**src/rtl/peak_report_if.sv**
```systemverilog
// Peak-list stream in, averaged phase-difference result out, plus sticky overflow flag.
interface peak_report_if #(parameter int WIDTH = 16);
    logic             sink_sop;
    logic             sink_eop;
    logic             sink_valid;
    logic [31:0]      sink_freq;
    logic [WIDTH-1:0] sink_mag;
    logic [15:0]      sink_phaseA;
    logic [15:0]      sink_phaseB;
    logic             source_valid;
    logic             source_ready;
    logic [31:0]      source_freq;
    logic [WIDTH-1:0] source_mag;
    logic [15:0]      source_dphase;
    logic             overflow;

    modport master (
        output sink_sop, sink_eop, sink_valid, sink_freq, sink_mag, sink_phaseA, sink_phaseB,
        output source_ready,
        input  source_valid, source_freq, source_mag, source_dphase, overflow
    );

    modport slave (
        input  sink_sop, sink_eop, sink_valid, sink_freq, sink_mag, sink_phaseA, sink_phaseB,
        input  source_ready,
        output source_valid, source_freq, source_mag, source_dphase, overflow
    );
endinterface

```
**src/rtl/peak_report.sv**
```systemverilog
// Picks the strongest peak per packet, wraps its phase difference B-A into [-pi, pi)
// and averages it over 2^LOG_RUNS packets into a held valid/ready result register.
//
// state   | meaning
// IDLE    | waiting for a valid sop beat
// COLLECT | inside a packet, tracking the max-magnitude entry
// FINISH  | one cycle: wrap dphi, accumulate, maybe emit result
module peak_report #(
    parameter int WIDTH    = 16,
    parameter int LOG_RUNS = 2
) (
    input  logic        clk,
    input  logic        reset,
    peak_report_if.slave bus
);
    localparam int AW = 16 + LOG_RUNS;
    localparam int CW = (LOG_RUNS > 0) ? LOG_RUNS : 1;
    localparam logic [CW-1:0] RUN_LAST = CW'((1 << LOG_RUNS) - 1);

    typedef enum logic [1:0] {IDLE, COLLECT, FINISH} state_t;

    state_t             r_state;
    state_t             w_state_nxt;
    logic               w_load_first;
    logic               w_load_better;

    logic [31:0]        r_freq;
    logic [WIDTH-1:0]   r_mag;
    logic [15:0]        r_pa;
    logic [15:0]        r_pb;

    logic signed [AW-1:0] r_acc;
    logic [CW-1:0]        r_cnt;

    logic               r_src_valid;
    logic [31:0]        r_src_freq;
    logic [WIDTH-1:0]   r_src_mag;
    logic [15:0]        r_src_dphase;
    logic               r_overflow;

    logic signed [17:0] w_diff;
    logic signed [17:0] w_wrapped;
    logic signed [15:0] w_dphi;
    logic signed [AW-1:0] w_acc_sum;
    logic signed [AW-1:0] w_mean;
    logic               w_finish;
    logic               w_done;
    logic               w_hs;

    always_comb begin
        w_state_nxt   = r_state;
        w_load_first  = 1'b0;
        w_load_better = 1'b0;
        // A sop beat restarts a packet from any state, dropping any partial one.
        if (bus.sink_valid && bus.sink_sop) begin
            w_load_first = 1'b1;
            w_state_nxt  = bus.sink_eop ? FINISH : COLLECT;
        end else begin
            case (r_state)
                IDLE: w_state_nxt = IDLE;
                COLLECT: begin
                    if (bus.sink_valid) begin
                        w_load_better = (bus.sink_mag > r_mag);
                        if (bus.sink_eop) w_state_nxt = FINISH;
                    end
                end
                FINISH:  w_state_nxt = IDLE;
                default: w_state_nxt = IDLE;
            endcase
        end
    end

    always_ff @(posedge clk or posedge reset) begin
        if (reset) r_state <= IDLE;
        else       r_state <= w_state_nxt;
    end

    always_ff @(posedge clk or posedge reset) begin
        if (reset) begin
            r_freq <= '0;
            r_mag  <= '0;
            r_pa   <= '0;
            r_pb   <= '0;
        end else if (w_load_first || w_load_better) begin
            r_freq <= bus.sink_freq;
            r_mag  <= bus.sink_mag;
            r_pa   <= bus.sink_phaseA;
            r_pb   <= bus.sink_phaseB;
        end
    end

    assign w_diff = $signed({{2{r_pb[15]}}, r_pb}) - $signed({{2{r_pa[15]}}, r_pa});

    always_comb begin
        w_wrapped = w_diff;
        if (w_diff >= 18'sd25736)
            w_wrapped = w_diff - 18'sd51472;
        else if (w_diff < -18'sd25736)
            w_wrapped = w_diff + 18'sd51472;
    end

    assign w_dphi    = w_wrapped[15:0];
    assign w_acc_sum = r_acc + AW'(w_dphi);
    assign w_mean    = w_acc_sum >>> LOG_RUNS;
    assign w_finish  = (r_state == FINISH);
    assign w_done    = w_finish && (r_cnt == RUN_LAST);
    assign w_hs      = r_src_valid && bus.source_ready;

    always_ff @(posedge clk or posedge reset) begin
        if (reset) begin
            r_acc <= '0;
            r_cnt <= '0;
        end else if (w_done) begin
            r_acc <= '0;
            r_cnt <= '0;
        end else if (w_finish) begin
            r_acc <= w_acc_sum;
            r_cnt <= r_cnt + CW'(1);
        end
    end

    // A result finishing while an unaccepted one is held is dropped, not queued.
    always_ff @(posedge clk or posedge reset) begin
        if (reset) begin
            r_src_valid  <= 1'b0;
            r_src_freq   <= '0;
            r_src_mag    <= '0;
            r_src_dphase <= '0;
            r_overflow   <= 1'b0;
        end else begin
            if (w_done && (!r_src_valid || w_hs)) begin
                r_src_valid  <= 1'b1;
                r_src_freq   <= r_freq;
                r_src_mag    <= r_mag;
                r_src_dphase <= w_mean[15:0];
            end else if (w_hs) begin
                r_src_valid <= 1'b0;
            end
            if (w_done && r_src_valid && !w_hs)
                r_overflow <= 1'b1;
        end
    end

    assign bus.source_valid  = r_src_valid;
    assign bus.source_freq   = r_src_freq;
    assign bus.source_mag    = r_src_mag;
    assign bus.source_dphase = r_src_dphase;
    assign bus.overflow      = r_overflow;
endmodule

```
**src/flat_wrapper.sv**
```systemverilog
// flat-port wrapper written by rule: the top's interface ports become plain ports
module peak_report_flat 
#(
    parameter int WIDTH    = 16,
    parameter int LOG_RUNS = 2
)
  (clk, reset, bus_sink_sop, bus_sink_eop, bus_sink_valid, bus_sink_freq, bus_sink_mag, bus_sink_phaseA, bus_sink_phaseB, bus_source_ready, bus_source_valid, bus_source_freq, bus_source_mag, bus_source_dphase, bus_overflow);
  peak_report_if #(.WIDTH(WIDTH)) bus_i ();
  input  logic clk;
  input  logic reset;
  input wire logic [$bits(bus_i.sink_sop)-1:0] bus_sink_sop;
  input wire logic [$bits(bus_i.sink_eop)-1:0] bus_sink_eop;
  input wire logic [$bits(bus_i.sink_valid)-1:0] bus_sink_valid;
  input wire logic [$bits(bus_i.sink_freq)-1:0] bus_sink_freq;
  input wire logic [$bits(bus_i.sink_mag)-1:0] bus_sink_mag;
  input wire logic [$bits(bus_i.sink_phaseA)-1:0] bus_sink_phaseA;
  input wire logic [$bits(bus_i.sink_phaseB)-1:0] bus_sink_phaseB;
  input wire logic [$bits(bus_i.source_ready)-1:0] bus_source_ready;
  output wire logic [$bits(bus_i.source_valid)-1:0] bus_source_valid;
  output wire logic [$bits(bus_i.source_freq)-1:0] bus_source_freq;
  output wire logic [$bits(bus_i.source_mag)-1:0] bus_source_mag;
  output wire logic [$bits(bus_i.source_dphase)-1:0] bus_source_dphase;
  output wire logic [$bits(bus_i.overflow)-1:0] bus_overflow;
  assign bus_i.sink_sop = bus_sink_sop;
  assign bus_i.sink_eop = bus_sink_eop;
  assign bus_i.sink_valid = bus_sink_valid;
  assign bus_i.sink_freq = bus_sink_freq;
  assign bus_i.sink_mag = bus_sink_mag;
  assign bus_i.sink_phaseA = bus_sink_phaseA;
  assign bus_i.sink_phaseB = bus_sink_phaseB;
  assign bus_i.source_ready = bus_source_ready;
  assign bus_source_valid = bus_i.source_valid;
  assign bus_source_freq = bus_i.source_freq;
  assign bus_source_mag = bus_i.source_mag;
  assign bus_source_dphase = bus_i.source_dphase;
  assign bus_overflow = bus_i.overflow;
  peak_report #(.WIDTH(WIDTH), .LOG_RUNS(LOG_RUNS)) u_core (.clk(clk), .reset(reset), .bus(bus_i));
endmodule
```
**config.mk**
```make
export PLATFORM = sky130hd
export DESIGN_NAME = peak_report_flat
export DESIGN_NICKNAME = d
export VERILOG_FILES = /design/src/rtl/peak_report_if.sv /design/src/rtl/peak_report.sv /design/src/flat_wrapper.sv
export SDC_FILE = /design/constraint.sdc
export NUM_CORES = 1
export LEC_CHECK = 0
export CAP_MARGIN = 20
export CORE_MARGIN = 3
export CORE_UTILIZATION = 41
export DETAILED_ROUTE_END_ITERATION = 8
export GPL_TIMING_DRIVEN = 1
export PLACE_DENSITY_LB_ADDON = 0.3
export REMOVE_ABC_BUFFERS = 1
export SLEW_MARGIN = 15
export SYNTH_ARGS = -nofsm -noshare
export SYNTH_HDL_FRONTEND = slang
export SYNTH_SLANG_ARGS = --single-unit
```
**constraint.sdc**
```tcl
create_clock -name clk -period 7.6 [get_ports clk]
set_input_delay 1.14 -clock clk [delete_from_list [all_inputs] [get_ports clk]]
set_output_delay 1.14 -clock clk [all_outputs]
set_load 0.01 [all_outputs]
```
==> results_dict.tcl, run 1 <==
# place-and-route summary
set metrics [dict create \
    worstPathMaxFanout 13 \
    place_hpwl_mm 14.0 \
    dr.max_layer_used "met4" \
    wire_per_inst_um 15.0 \
    final_nets 1144 \
    inverters 51 \
    tightestPinTransition_ns 1.02 \
    insertion_delay_ns 0.42 \
    yosysMostFrequentCell "nand2_1" \
    ys_sh_adder 0.0774 \
    dr_wl_met2_mm 9.05 \
    comb_cells 610 \
    clkSinkCount 168 \
    root_buffer "clkbuf_16" \
    status "finished clean" \
    crit_slowest_cell "fa_1" \
    r2r_start "u_core.r_pb[0]" \
    ys_sh_mux 0.109 \
    end_kind "register" \
    drtIter0Drc 266 \
    xor_area_frac 0.0391 \
    seq_area_frac_synth 0.471 \
    buffer_area_frac 0.137 \
    area_leaders "dfrtp_1 (47%), mux2_2 (11%), nand2_1 (7.4%)" \
    antenna_found_initial 0 \
    path_clk_slew_ns 0.07 \
    cts_resized 0 \
    htreeDepth 4 \
    antenna_cells 0 \
    setup_viol 0 \
    sh_comb_area 0.390 \
    hold_buffers 0 \
    seqCellArea_um2 4200 \
    syn_inst 858 \
    critPathBufInv 1 \
    ff2ff_setup_slack_ns 1.43 \
    finalHoldViolCount 0 \
    timing.rr.end "u_core.r_acc[17]" \
    drc 0 \
    syn2layout_area_growth_pct 27.1 \
    ys_warn_count 0 \
    tap_cells 275 \
    final-comb-area_um2 4430 \
    dp.cells 1260 \
    die_area_um2 23600 \
    finalSetupTns_ns 0 \
    grt_pass1_vias 6824 \
    holdPathStages 2 \
    grt_max_degree 96 \
    cp.arrival_ns 6.48 \
    drtPass1Iterations 4 \
    finalWorstSetupSlack_ns 1.43 \
    top_cell_area_share 0.471 \
    cp-startpoint "u_core.r_pb[0]" \
    wl_met1_mm 8.79 \
    num-nonclk-buffers 156 \
    finish.instance_area_um2 11300 \
    syn_avg_cell_area_um2 10.4 \
    worst_ep_required_time_ns 7.90 \
    yosys.area_share.aoi 0.136 \
    topCombFamilyByArea "AND-OR/OR-AND gates" \
    cpLargestDelayFamily "AND-OR/OR-AND gates" \
    top_area_cell "dfrtp_1" \
    path_depth 26 \
    cts_buffer_depth 2 \
    cap_viol_max_count 0 \
    io_buffers 151 \
    endpoint "u_core.r_acc[17]" \
    die-height_um 154 \
    final_cell_mix "nand2_1 (177), dfrtp_1 (168), clkdlybuf4s50_1 (151), mux2_2 (84), ha_1 (52)" \
    ys.flops 168 \
    fmax_ghz 0.162 \
    finalClockPeriodUsage 0.812 \
    slowest_delay_ns 0.40 \
    initCoreUtil 0.421 \
    grt_first_pass_wirelength_mm 33.4 \
    routabilityCongestion 0.813 \
    final_common_cell "nand2_1" \
    clock_area_frac 0.0548 \
    fillCellCount 1964 \
    whs_ns 0.463 \
    path_common_cell "a21oi_1" \
    grt-ovfl-total 0 \
    clkbuf_count 19 \
]
==> run_1/met1.png <==
Supply wires on this layer in gray. Cells faint in the background.
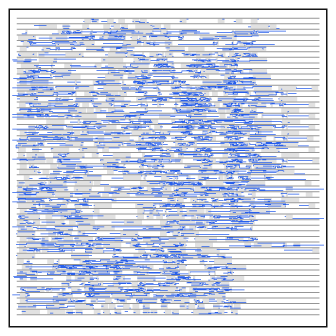
main direction: horizontal
share of all routed wire: 45%
wire length on this layer: 8790 µm
nets with wire on the layer: 1020
longest straight run: 31.3 µm
routing usage on met1: 0.219
DR vias: 6543
drt total wl: 19.4 mm

==> run_1/clock_map.png <==
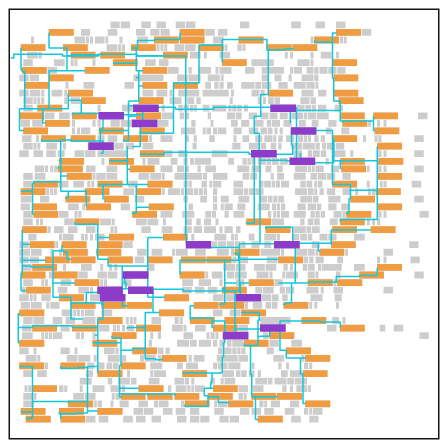
[purple] cells driving clock nets | count: 17
[orange] flip-flops | count: 168
[cyan] clock wires | length: 2280 µm
flops lie: spread over the die

==> run_1/cell_classes.png <==
Scale bar: 50 µm.
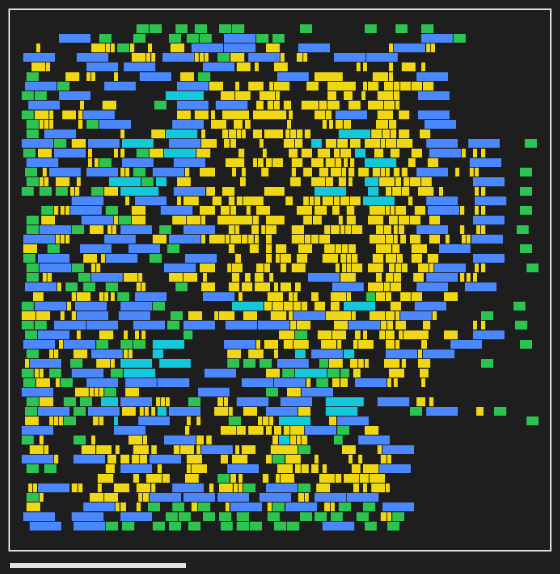
| color | class | cells | share of their area |
|---|---|---|---|
| cyan | clock drivers and dummy loads | 32 | 5.7% |
| green | other buffers and delay cells | 156 | 14% |
| blue | flip-flops | 168 | 38% |
| yellow | all other logic | 661 | 42% |
final core occ: 0.535
core box area: 21200 µm²
num rows: 53
Seq area share: 0.371

==> run 2, diff against run 1 <==
clock period = 5.95 ns   (was 7.6 ns; I/O delays follow)
==> run_2/drive_strength.png <==
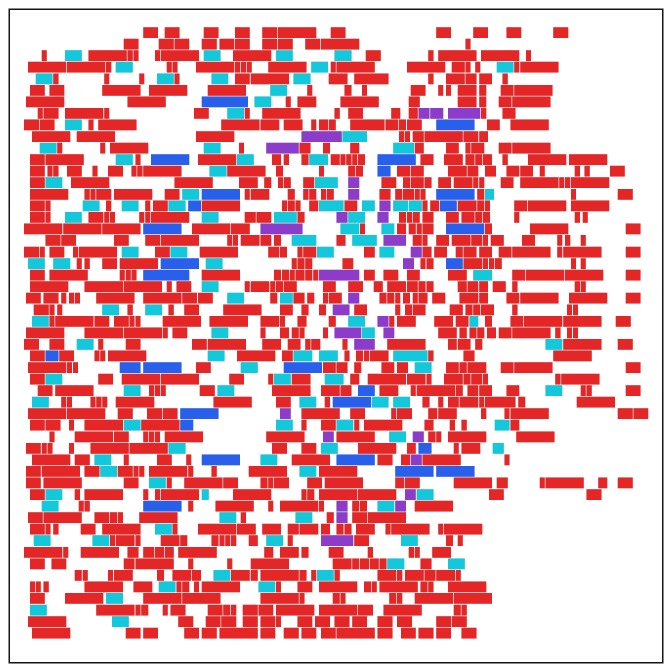
| color | size | cells | most used |
|---|---|---|---|
| cyan | drive 2 | 112 | mux2_2 |
| red | drive 1 or less | 859 | nand2_1 |
| purple | drive 3 to 4 | 30 | buf_4 |
| blue | drive 6 and up | 28 | clkbuf_16 |

==> run_2/cell_classes.png <==
Scale bar: 50 µm.
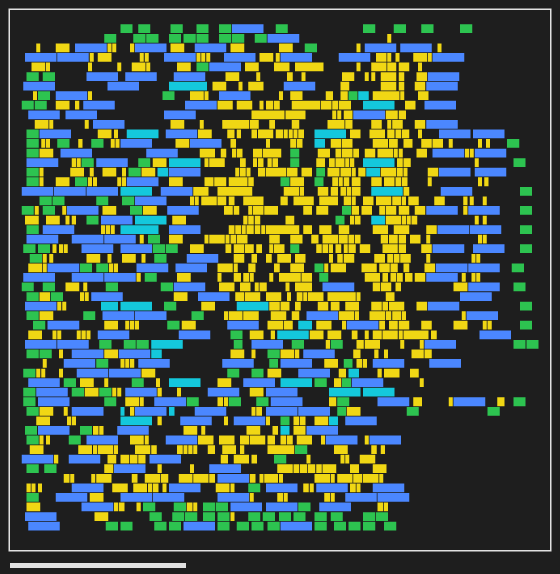
| color | class | cells | share of their area |
|---|---|---|---|
| cyan | clock drivers and dummy loads | 32 | 5.4% |
| green | other buffers and delay cells | 168 | 15% |
| blue | flip-flops | 168 | 38% |
| yellow | all other logic | 661 | 42% |

==> run 2 against run 1 <==
  * Global-route usage is 0.15 points lower
  * Critical endpoint unchanged
  * Largest cell class unchanged
  * Die area stayed put
  * Worst hold slack better by 0.0044 ns
  * Non-clock buffer count is 12 higher
==> results_dict.tcl, run 2 <==
# place-and-route summary
set metrics [dict create \
    holdPathStages 2 \
    wire_per_inst_um 15.0 \
    worstHoldStart "u_core.r_freq[21]" \
    buffer_area_frac 0.143 \
    hold_buffers 0 \
    die_area_um2 23600 \
    grt_use_met1 0.221 \
    finalSetupTns_ns 0 \
    worstPathMaxFanout 8 \
    ys_sh_mux 0.109 \
    yosysMostFrequentCell "nand2_1" \
    ys_warn_count 0 \
    grt_max_degree 94 \
    clkSinkCount 168 \
    syn_inst 858 \
    finalWorstSetupSlack_ns 0.352 \
    drtIter0Drc 266 \
    comb_cells 610 \
    path_clk_slew_ns 0.07 \
    finalClockPeriodUsage 0.941 \
    top_cell_area_share 0.471 \
    num-nonclk-buffers 168 \
    syn_avg_cell_area_um2 10.4 \
    cpLargestDelayFamily "AND-OR/OR-AND gates" \
    core_um2 21200 \
    area_leaders "dfrtp_1 (47%), mux2_2 (11%), nand2_1 (7.4%)" \
    seq_cells 168 \
    initCoreUtil 0.421 \
    tightestPinTransition_ns 0.884 \
    setup_viol 0 \
    fmax_ghz 0.179 \
    seqCellArea_um2 4200 \
    drc 0 \
    seq_area_frac_synth 0.471 \
    fin_util 0.541 \
    ff2ff_setup_slack_ns 0.35 \
    whs_ns 0.467 \
    seq_share 0.366 \
    die_w_um 154 \
    grt_pass1_vias 6602 \
    syn2layout_area_growth_pct 28.7 \
    insertion_delay_ns 0.43 \
    ys.flops 168 \
    routabilityCongestion 0.827 \
    final-comb-area_um2 4500 \
    cp-startpoint "u_core.r_pb[0]" \
    top_area_cell "dfrtp_1" \
    antenna_found_initial 1 \
    dr_wl_met2_mm 9.00 \
    inverters 51 \
    cts_resized 0 \
    cp.arrival_ns 5.90 \
    dr.max_layer_used "met5" \
    place_hpwl_mm 14.2 \
    cts_buffer_depth 2 \
    finish.instance_area_um2 11500 \
    antenna_cells 0 \
    final_cell_mix "nand2_1 (177), dfrtp_1 (168), clkdlybuf4s50_1 (151), mux2_2 (84), ha_1 (52)" \
    grt-busiest-layer "met2" \
    io_buffers 151 \
    ys_sh_adder 0.0774 \
    critPathBufInv 2 \
    wl_met3_mm 1.52 \
    endpoint "u_core.r_acc[17]" \
    drtPass1Iterations 4 \
    dp.cells 1268 \
    clkbuf_count 19 \
    slowest_delay_ns 0.42 \
    topCombFamilyByArea "AND-OR/OR-AND gates" \
    timing.rr.end "u_core.r_acc[17]" \
    root_buffer "clkbuf_16" \
    final_common_cell "nand2_1" \
    r2r_start "u_core.r_pb[0]" \
    htreeDepth 4 \
    die-height_um 154 \
    path_depth 25 \
    status "finished clean" \
    cap_viol_max_count 0 \
    hold_path_end "u_core.bus.source_freq[21]" \
    grt-ovfl-total 0 \
    finalHoldViolCount 0 \
    route.vias.total 6524 \
    clock_area_frac 0.0523 \
    start_kind "register" \
    end_kind "register" \
    crit_slowest_cell "a311o_1" \
    fillCellCount 1918 \
    vias_per_cell 5.00 \
    tap_cells 275 \
    final_nets 1156 \
    yosys.area_share.aoi 0.136 \
    worst_ep_required_time_ns 6.25 \
    sh_comb_area 0.392 \
    num_rows 53 \
    xor_area_frac 0.0391 \
    drt-total-wl_mm 19.6 \
    wl_met1_mm 8.90 \
    grt_first_pass_wirelength_mm 32.9 \
]
